`config.mk`:
```
export PLATFORM = sky130hd
export DESIGN_NAME = uart_tx
export DESIGN_NICKNAME = d
export VERILOG_FILES = /design/src/rtl/uart_pkg.sv /design/src/rtl/sync_fifo.sv /design/src/rtl/uart_tx.sv
export SDC_FILE = /design/constraint.sdc
export NUM_CORES = 1
export LEC_CHECK = 0
export CAP_MARGIN = 10
export CORE_UTILIZATION = 35
export CTS_BUF_LIST = sky130_fd_sc_hd__clkbuf_8
export CTS_CLUSTER_SIZE = 40
export DETAILED_ROUTE_END_ITERATION = 10
export GPL_ROUTABILITY_DRIVEN = 0
export GPL_TIMING_DRIVEN = 0
export HOLD_SLACK_MARGIN = 0.05
export SLEW_MARGIN = 10
export SYNTH_ARGS = -nofsm -noshare
export SYNTH_HDL_FRONTEND = slang
export SYNTH_HIERARCHICAL = 1
export SYNTH_SLANG_ARGS = --single-unit
```
`constraint.sdc`:
```
create_clock -name clk -period 2.78 [get_ports clk]
set_input_delay 0.417 -clock clk [delete_from_list [all_inputs] [get_ports clk]]
set_output_delay 0.417 -clock clk [all_outputs]
set_load 0.05 [all_outputs]
```
`src/rtl/uart_pkg.sv`:
```
// uart_pkg: shared UART types and frame constants.
package uart_pkg;
   typedef enum logic [1:0] {IDLE, START, DATA, STOP} uart_tx_state_t;
   localparam int UART_DATA_BITS  = 8;
   localparam int UART_FRAME_BITS = 10;
endpackage

```
`src/rtl/sync_fifo.sv`:
```
// sync_fifo: single-clock FIFO with occupancy count; push when full and pop when empty are ignored.
module sync_fifo #(
   parameter int WIDTH = 8,
   parameter int DEPTH = 8
) (
   input  logic                   clk,
   input  logic                   rst,
   input  logic                   push,
   input  logic [WIDTH-1:0]       din,
   input  logic                   pop,
   output logic [WIDTH-1:0]       dout,
   output logic                   full,
   output logic                   empty,
   output logic [$clog2(DEPTH):0] count
);
   localparam int AW = $clog2(DEPTH);
   logic [WIDTH-1:0] mem [DEPTH];
   logic [AW-1:0]    wr_ptr, rd_ptr;
   logic             do_push, do_pop;
   assign full    = count == (AW+1)'(DEPTH);
   assign empty   = count == '0;
   assign do_push = push && !full;
   assign do_pop  = pop && !empty;
   assign dout    = mem[rd_ptr];
   always_ff @(posedge clk)
      if (do_push) mem[wr_ptr] <= din;
   always_ff @(posedge clk) begin
      if (!rst) begin
         wr_ptr <= '0;
         rd_ptr <= '0;
         count  <= '0;
      end else begin
         if (do_push) wr_ptr <= wr_ptr + 1'b1;
         if (do_pop) rd_ptr <= rd_ptr + 1'b1;
         count <= count + (AW+1)'(do_push) - (AW+1)'(do_pop);
      end
   end
endmodule

```
`src/rtl/uart_tx.sv`:
```
// uart_tx: FIFO-buffered 8N1 serialiser with registered status outputs.
module uart_tx
   import uart_pkg::*;
#(
   parameter int CLKS_PER_BIT = 104,
   parameter int FIFO_DEPTH   = 8
) (
   input  logic                          clk,
   input  logic                          rst,
   input  logic                          tx_wen,
   input  logic [7:0]                    tx_data,
   input  logic                          clr_overflow,
   output logic                          tx,
   output logic                          tx_busy,
   output logic                          tx_ready,
   output logic [$clog2(FIFO_DEPTH):0]   fifo_count,
   output logic                          tx_overflow
);
   localparam int CW = $clog2(CLKS_PER_BIT);
   uart_tx_state_t state;
   logic [CW-1:0]  baud_cnt;
   logic [2:0]     bit_idx;
   logic [7:0]     shift, dout;
   logic           full, empty, pop, bit_end;
   assign bit_end  = baud_cnt == CW'(CLKS_PER_BIT - 1);
   assign pop      = !empty && (state == IDLE || (state == STOP && bit_end));
   assign tx_ready = !full;
   sync_fifo #(.WIDTH(UART_DATA_BITS), .DEPTH(FIFO_DEPTH)) u_fifo (
      .clk   (clk),
      .rst   (rst),
      .push  (tx_wen),
      .din   (tx_data),
      .pop   (pop),
      .dout  (dout),
      .full  (full),
      .empty (empty),
      .count (fifo_count)
   );
   // tx follows the state one cycle late, so the start bit begins two edges after the push
   always_ff @(posedge clk) begin
      if (!rst) begin
         state       <= IDLE;
         baud_cnt    <= '0;
         bit_idx     <= '0;
         shift       <= '0;
         tx          <= 1'b1;
         tx_busy     <= 1'b0;
         tx_overflow <= 1'b0;
      end else begin
         tx          <= state == START ? 1'b0 : state == DATA ? shift[0] : 1'b1;
         tx_busy     <= state != IDLE || !empty;
         tx_overflow <= (tx_wen && full) || (tx_overflow && !clr_overflow);
         case (state)
            IDLE:
               if (!empty) begin
                  shift    <= dout;
                  baud_cnt <= '0;
                  state    <= START;
               end
            START:
               if (bit_end) begin
                  baud_cnt <= '0;
                  bit_idx  <= '0;
                  state    <= DATA;
               end else baud_cnt <= baud_cnt + 1'b1;
            DATA:
               if (bit_end) begin
                  baud_cnt <= '0;
                  shift    <= shift >> 1;
                  bit_idx  <= bit_idx + 1'b1;
                  if (bit_idx == 3'(UART_DATA_BITS - 1)) state <= STOP;
               end else baud_cnt <= baud_cnt + 1'b1;
            STOP:
               if (bit_end) begin
                  baud_cnt <= '0;
                  if (!empty) begin
                     shift <= dout;
                     state <= START;
                  end else state <= IDLE;
               end else baud_cnt <= baud_cnt + 1'b1;
         endcase
      end
   end
endmodule

```
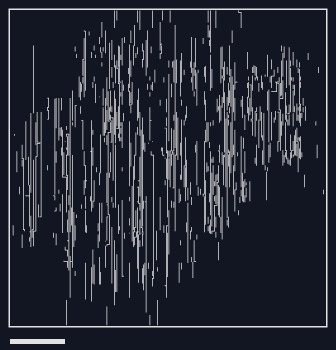
m2.png
Scale bar: 20 µm.
nets with wire on the layer: 323
share of all routed wire: 51%
wire length on this layer: 4,190 µm
longest straight run: 48.6 µm

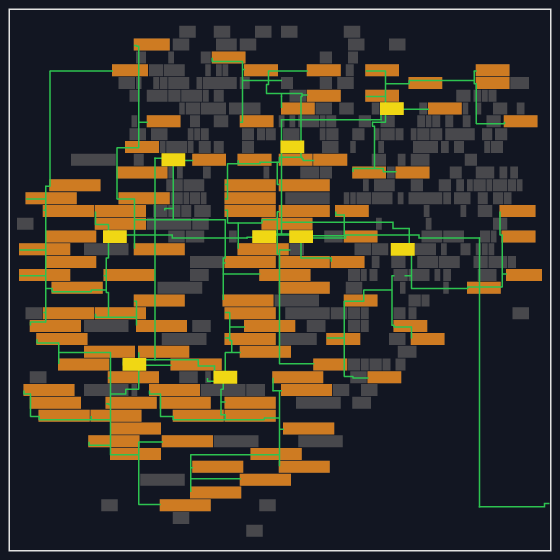
clock_wires.png
[clock-net drivers] yellow | count: 9
[flip-flops] orange | count: 100
[clock wires] green | length: 1,230 µm
flops lie: all over the die

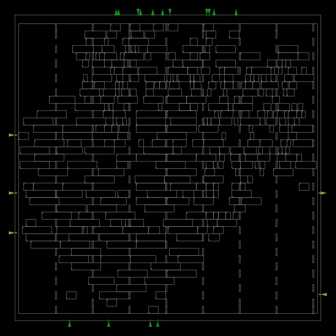
placed.png
number of non-filler instances in the completed layout: 526
flop count: 100

==> run_results.csv <==
group,metric,value,unit
sta,grt_setup_unrepaired,"true",
pwr,total_leakage_power,1.772,nW
sta,worst-slew-pin-transition,0.9231,ns
placement,preCtsSetupSlack,-0.2938,ns
placement,placed_cells_incl_taps,505,
synth,post_synth_tally_of_flip_flops_with_integrated_enable,64,
status,outcome,"finished, final reports clean",
pwr,ir_worst_vdd,410.5,µV
finish,layout-drive-gt1-share,17.04,%
sta,fin_worst_hold_slack,0.4745,ns
global_route,antenna_violations_before_repair,0,
finish,fill_cells,1160,
floorplanning,core_area,0.01221,mm²
pwr,p_total,0.004508,W
finish,nNonClkBuffers,41,
synth,synthTopLogicFamily,"multiplexers",
pwr,power_frac_comb,38.9,%
global_route,grt.busiest_layer,"met2",
pwr,cell_internal_pwr,0.002950,W
floorplanning,boundaryPins,20,
No activity file was given, so power comes from the tool's default toggle rates.
